**src/rtl/pdm_cic_multich.sv**
```systemverilog
// NUM_CH-line PDM-to-PCM CIC decimator: parallel integrators, one shared comb stepping through channels.
// Latency: tick -> snapshot next cycle, channel k valid 2+k cycles after tick. Optional PDM_CIC_SAT_EN clamps output.
// Backpressure stalls the comb on its current channel; a tick during a stalled frame restarts it and sets sticky overrun.
module pdm_cic_multich #(
    parameter int NUM_CH = 2,
    parameter int ORDER  = 4,
    parameter int DECIM  = 64,
    parameter int OUT_W  = 16,
    localparam int CH_W  = (NUM_CH > 1) ? $clog2(NUM_CH) : 1
) (
    input  logic                    pdm_clk,
    input  logic                    reset,
    input  logic [NUM_CH-1:0]       pdm_data,
    output logic signed [OUT_W-1:0] dout,
    output logic [CH_W-1:0]         dout_ch,
    output logic                    dout_valid,
    input  logic                    dout_ready,
    output logic                    overrun
);
    localparam int LOG_D = $clog2(DECIM);
    localparam int ACC_W = ORDER * LOG_D + 1;
    localparam int SHIFT = ACC_W - OUT_W;
`ifdef PDM_CIC_SAT_EN
    // One guard bit keeps +full-scale distinct from -full-scale so the clamp can tell them apart.
    localparam int INT_W = ACC_W + 1;
    localparam logic signed [INT_W-1:0] SAT_HI = INT_W'((2 ** (OUT_W - 1)) - 1);
    localparam logic signed [INT_W-1:0] SAT_LO = INT_W'(-(2 ** (OUT_W - 1)));
`else
    localparam int INT_W = ACC_W;
`endif
    localparam logic signed [INT_W-1:0] STEP_P = INT_W'(1);
    localparam logic signed [INT_W-1:0] STEP_N = INT_W'(-1);

    typedef enum logic {IDLE, COMB} state_t;

    logic signed [INT_W-1:0] integ     [NUM_CH][ORDER];
    logic signed [INT_W-1:0] integ_nxt [NUM_CH][ORDER];
    logic signed [INT_W-1:0] snap      [NUM_CH];
    logic signed [INT_W-1:0] dly       [NUM_CH][ORDER];
    logic signed [INT_W-1:0] comb_in   [ORDER];
    logic signed [INT_W-1:0] comb_out;
    logic signed [OUT_W-1:0] sample;
    logic [LOG_D-1:0]        cnt;
    logic                    tick;
    state_t                  state, state_nxt;
    logic [CH_W-1:0]         ch, ch_nxt;
    logic                    load;
    logic                    overrun_nxt;

    assign tick = (cnt == LOG_D'(DECIM - 1));

    always_comb begin
        logic signed [INT_W-1:0] acc;
        for (int c = 0; c < NUM_CH; c++) begin
            acc = pdm_data[c] ? STEP_P : STEP_N;
            for (int s = 0; s < ORDER; s++) begin
                acc = integ[c][s] + acc;
                integ_nxt[c][s] = acc;
            end
        end
    end

    // Differential delay 1 in the decimated domain: each stage subtracts its previous input.
    always_comb begin
        logic signed [INT_W-1:0] v;
        v = snap[ch];
        for (int s = 0; s < ORDER; s++) begin
            comb_in[s] = v;
            v = v - dly[ch][s];
        end
        comb_out = v;
    end

`ifdef PDM_CIC_SAT_EN
    logic signed [INT_W-1:0] shifted;
    always_comb begin
        shifted = comb_out >>> SHIFT;
        if (shifted > SAT_HI)
            sample = SAT_HI[OUT_W-1:0];
        else if (shifted < SAT_LO)
            sample = SAT_LO[OUT_W-1:0];
        else
            sample = shifted[OUT_W-1:0];
    end
`else
    always_comb begin
        sample = OUT_W'(comb_out >>> SHIFT);
    end
`endif

    always_comb begin
        state_nxt   = state;
        ch_nxt      = ch;
        load        = 1'b0;
        overrun_nxt = overrun;
        if (state == COMB) begin
            load = !dout_valid || dout_ready;
            if (load) begin
                if (ch == CH_W'(NUM_CH - 1))
                    state_nxt = IDLE;
                else
                    ch_nxt = ch + 1'b1;
            end
        end
        // A new frame always wins; anything still pending from the old one is dropped.
        if (tick) begin
            if (state == COMB)
                overrun_nxt = 1'b1;
            state_nxt = COMB;
            ch_nxt    = '0;
        end
    end

    always_ff @(posedge pdm_clk) begin
        if (reset) begin
            cnt        <= '0;
            state      <= IDLE;
            ch         <= '0;
            dout       <= '0;
            dout_ch    <= '0;
            dout_valid <= 1'b0;
            overrun    <= 1'b0;
            for (int c = 0; c < NUM_CH; c++) begin
                snap[c] <= '0;
                for (int s = 0; s < ORDER; s++) begin
                    integ[c][s] <= '0;
                    dly[c][s]   <= '0;
                end
            end
        end else begin
            cnt     <= cnt + 1'b1;
            state   <= state_nxt;
            ch      <= ch_nxt;
            overrun <= overrun_nxt;
            for (int c = 0; c < NUM_CH; c++) begin
                for (int s = 0; s < ORDER; s++)
                    integ[c][s] <= integ_nxt[c][s];
                if (tick)
                    snap[c] <= integ_nxt[c][ORDER-1];
            end
            if (load) begin
                dout       <= sample;
                dout_ch    <= ch;
                dout_valid <= 1'b1;
                for (int s = 0; s < ORDER; s++)
                    dly[ch][s] <= comb_in[s];
            end else if (dout_ready) begin
                dout_valid <= 1'b0;
            end
        end
    end
endmodule

```
**config.mk**
```make
export PLATFORM = sky130hd
export DESIGN_NAME = pdm_cic_multich
export DESIGN_NICKNAME = d
export VERILOG_FILES = /design/src/rtl/pdm_cic_multich.sv
export SDC_FILE = /design/constraint.sdc
export NUM_CORES = 1
export LEC_CHECK = 0
export CAP_MARGIN = 5
export CORE_UTILIZATION = 45
export CTS_CLUSTER_SIZE = 20
export DETAILED_ROUTE_END_ITERATION = 8
export GPL_TIMING_DRIVEN = 1
export PLACE_DENSITY = 0.67
export SLEW_MARGIN = 40
export SYNTH_ARGS = -nofsm -noshare
export SYNTH_HDL_FRONTEND = slang
export SYNTH_SLANG_ARGS = --single-unit
```
**constraint.sdc**
```tcl
create_clock -name pdm_clk -period 12.55 [get_ports pdm_clk]
set_input_delay 2.51 -clock pdm_clk [delete_from_list [all_inputs] [get_ports pdm_clk]]
set_output_delay 2.51 -clock pdm_clk [all_outputs]
set_load 0.01 [all_outputs]
```
### Floorplan with the power grid, run 1

Pins as bars on the die edge. Tap cells in grey.
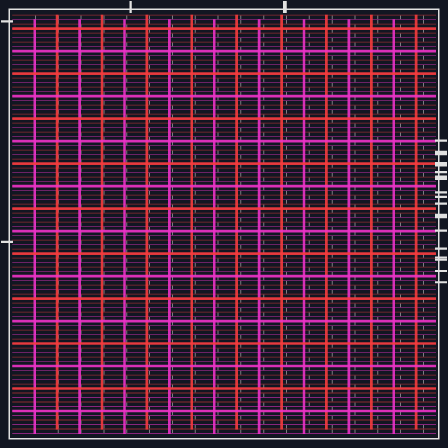
- VSS: magenta
- VDD: red
- signal pins: 24
- rows: 93

### Clock network drawn from the DEF, run 1

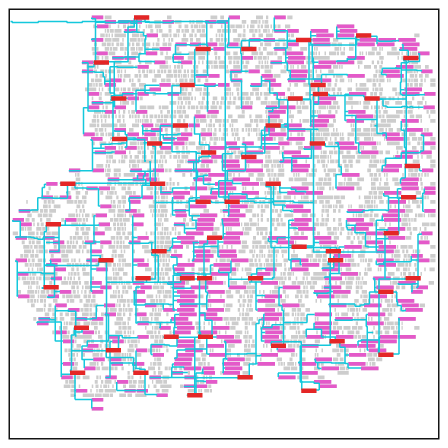
- clock wires: cyan (length 6680 um)
- clock-net drivers: red (count 54)
- flip-flops: magenta (count 478)
- flops lie: spread over the die
Late-Pin Clk Latency: 0.62 ns

### Placed cells, one colour a class, run 1

The bar under the picture is 100 um long.
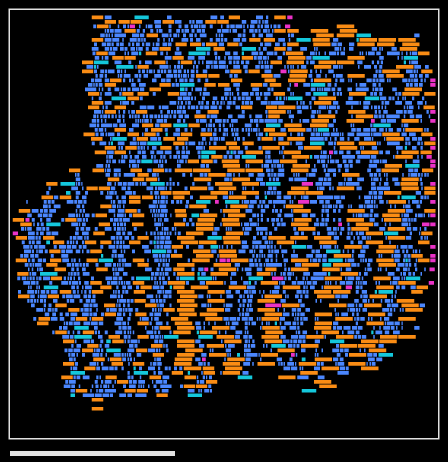
- remaining buffers and delay cells: magenta (cells 40; share of their area 1.4%)
- clock drivers and dummy loads: cyan (cells 100; share of their area 5.7%)
- remaining logic cells: blue (cells 2473; share of their area 55%)
- registers: orange (cells 478; share of their area 38%)
post-layout util: 0.505
sequential cell area share: 0.369
num rows: 93

### Register map, names as in the netlist, run 1

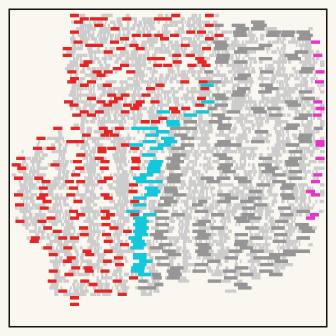
- dout: magenta (sequential cells 16)
- snap: cyan (sequential cells 50)
- integ: red (sequential cells 200)
- not coloured: 212
Sequential Area: 12100 um^2

==> flow_metrics.py, run 1 <==
# Physical implementation metrics
metrics = {
    "clock_tree": {
        "cts_buffer_depth": 3,
        "cts_tree": "yes",
    },
    "critical_path": {
        "critical_path.max_stage_delay_ns": 0.53,
        "regToRegSetupSlack_ns": 3.67,
        "start_kind": "input port",
        "required_ns": 12.89,
        "worst-path-max-fanout": 24,
        "ff2ff_path_depth": 34,
        "crit_slowest_cell": "o41ai_1",
    },
    "floorplan": {
        "chipArea_um2": 67000,
        "n_tap_cell": 855,
        "num_io_pins": 24,
    },
    "grt": {
        "grt_max_degree": 101,
        "grt.overflow.total": 0,
    },
    "layout": {
        "nonClockBufferCount": 40,
    },
    "drt": {
        "dr.pass1.iters": 5,
        "met2_length_um": 29900,
    },
    "min_path": {
        "hp-start": "cnt[0]$_SDFF_PP0_",
    },
    "logic_synthesis": {
        "mux_area_frac": 0.0447,
        "yosys_warnings": 0,
        "synth_area_um2": 29700,
    },
    "run_status": {
        "status": "completed",
    },
}
### Routing congestion, run 1

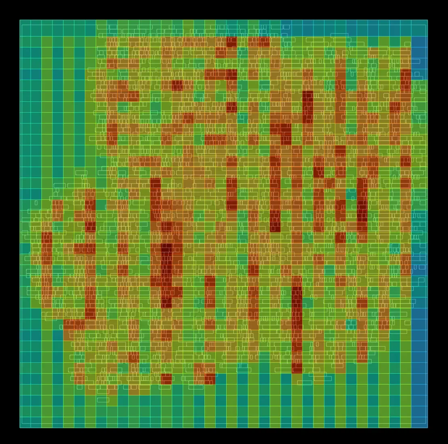

--- run 2 (diff from run 1) ---
PLACE_DENSITY = 0.69   (was 0.67)
clock period = 8.6 ns   (was 12.55 ns; I/O delays follow)
### Routing congestion, run 2

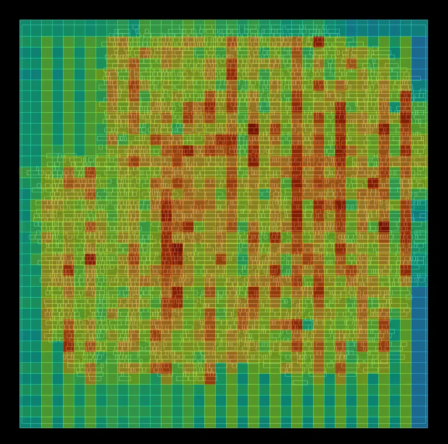
WL per Instance: 14.4 um
grt met2 use: 0.305
GR Util met1: 0.231
met3 Use GR: 0.0222
Total GRT Usage: 0.178

==> run 2 against run 1 <==
Against the previous run:
- global-route usage down 0.44 points
- via count increased by 1.8%
- hold slack got worse by 0.0078 ns
- utilization is 2.7 points higher
- synthesized area did not move
- die size did not move
- first-iteration DRC count is 2.7% lower
==> flow_metrics.py, run 2 <==
# Physical implementation metrics
metrics = {
    "placement": {
        "place_congestion": 0.819,
        "place_area_um2": 32500,
    },
    "logic_synthesis": {
        "synth_cell_type_count": 92,
        "synth_area_um2": 29700,
        "ys_sh_adder": 0.126,
        "ys_chip_area_um2": 29700,
        "yosys_warnings": 0,
        "mux_area_frac": 0.0447,
        "top_cell_area_share": 0.253,
    },
    "grt": {
        "grt_max_degree": 84,
    },
    "final_timing": {
        "slew_viol_final": 0,
    },
    "clock_tree": {
        "cts_buffer_depth": 3,
        "clk_latency_ns": 0.60,
        "cts_tree": "yes",
        "post_cts_buffers": 0,
    },
    "drt": {
        "dr.pass1.iters": 5,
        "met2_length_um": 28000,
    },
    "layout": {
        "nonClockBufferCount": 272,
        "seq_share": 0.350,
        "postLayoutCoreUtil": 0.532,
        "regArea_um2": 12100,
    },
    "critical_path": {
        "start_kind": "flip-flop",
        "crit_slowest_cell": "fa_1",
        "ff2ff_path_depth": 37,
        "critical_path.max_stage_delay_ns": 0.47,
        "regToRegSetupSlack_ns": 0.39,
        "required_ns": 9.07,
        "rr_endpoint": "dout[15]$_SDFFE_PP0P_",
        "worst-path-max-fanout": 8,
    },
    "floorplan": {
        "num_io_pins": 24,
        "n_tap_cell": 855,
        "rows": 93,
        "chipArea_um2": 67000,
    },
    "run_status": {
        "status": "completed",
    },
    "min_path": {
        "hold_depth": 1,
        "hp-start": "cnt[0]$_SDFF_PP0_",
    },
}
### Register map, names as in the netlist, run 2

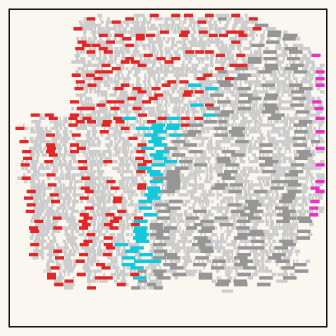

--- run 3 (diff from run 2) ---
PLACE_DENSITY = 0.67   (was 0.69)
SLEW_MARGIN = unset   (was 40)
clock period = 9.4 ns   (was 8.6 ns; I/O delays follow)
### Register map, names as in the netlist, run 3

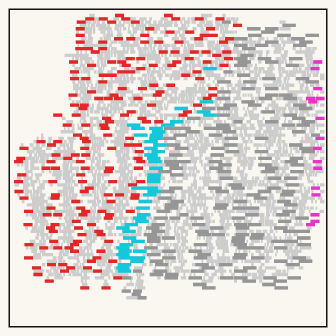
- integ: red (sequential cells 200)
- dout: magenta (sequential cells 16)
- snap: cyan (sequential cells 50)
- not coloured: 212

==> run 3 against run 2 <==
Against the previous run:
- synthesized cell count unchanged
- global-route usage increased by 0.56 points
- hold slack improved by 0.0048 ns
- first-iteration DRC count increased by 6.8%
- clock skew increased by 0.012 ns
- sequential share of layout area increased by 2.0 points
- wire length increased by 2.3%
- largest cell class unchanged
==> flow_metrics.py, run 3 <==
# Physical implementation metrics
metrics = {
    "run_status": {
        "status": "completed",
    },
    "floorplan": {
        "n_tap_cell": 855,
        "chipArea_um2": 67000,
        "num_io_pins": 24,
        "rows": 93,
    },
    "min_path": {
        "hold_depth": 1,
        "hp-start": "cnt[0]$_SDFF_PP0_",
    },
    "critical_path": {
        "crit_slowest_cell": "clkdlybuf4s50_1",
        "ff2ff_path_depth": 32,
        "regToRegSetupSlack_ns": 0.77,
        "required_ns": 9.73,
        "critical_path.max_stage_delay_ns": 0.49,
        "worst-path-max-fanout": 6,
    },
    "grt": {
        "grt.overflow.total": 0,
        "gr-usage-met3": 0.0213,
        "grt_use_met2": 0.324,
    },
    "logic_synthesis": {
        "synth_cell_type_count": 92,
    },
    "clock_tree": {
        "cts_buffer_depth": 3,
    },
    "final_timing": {
        "slew_viol_final": 0,
    },
    "drt": {
        "met2_length_um": 29600,
    },
    "placement": {
        "place_area_um2": 30900,
    },
}
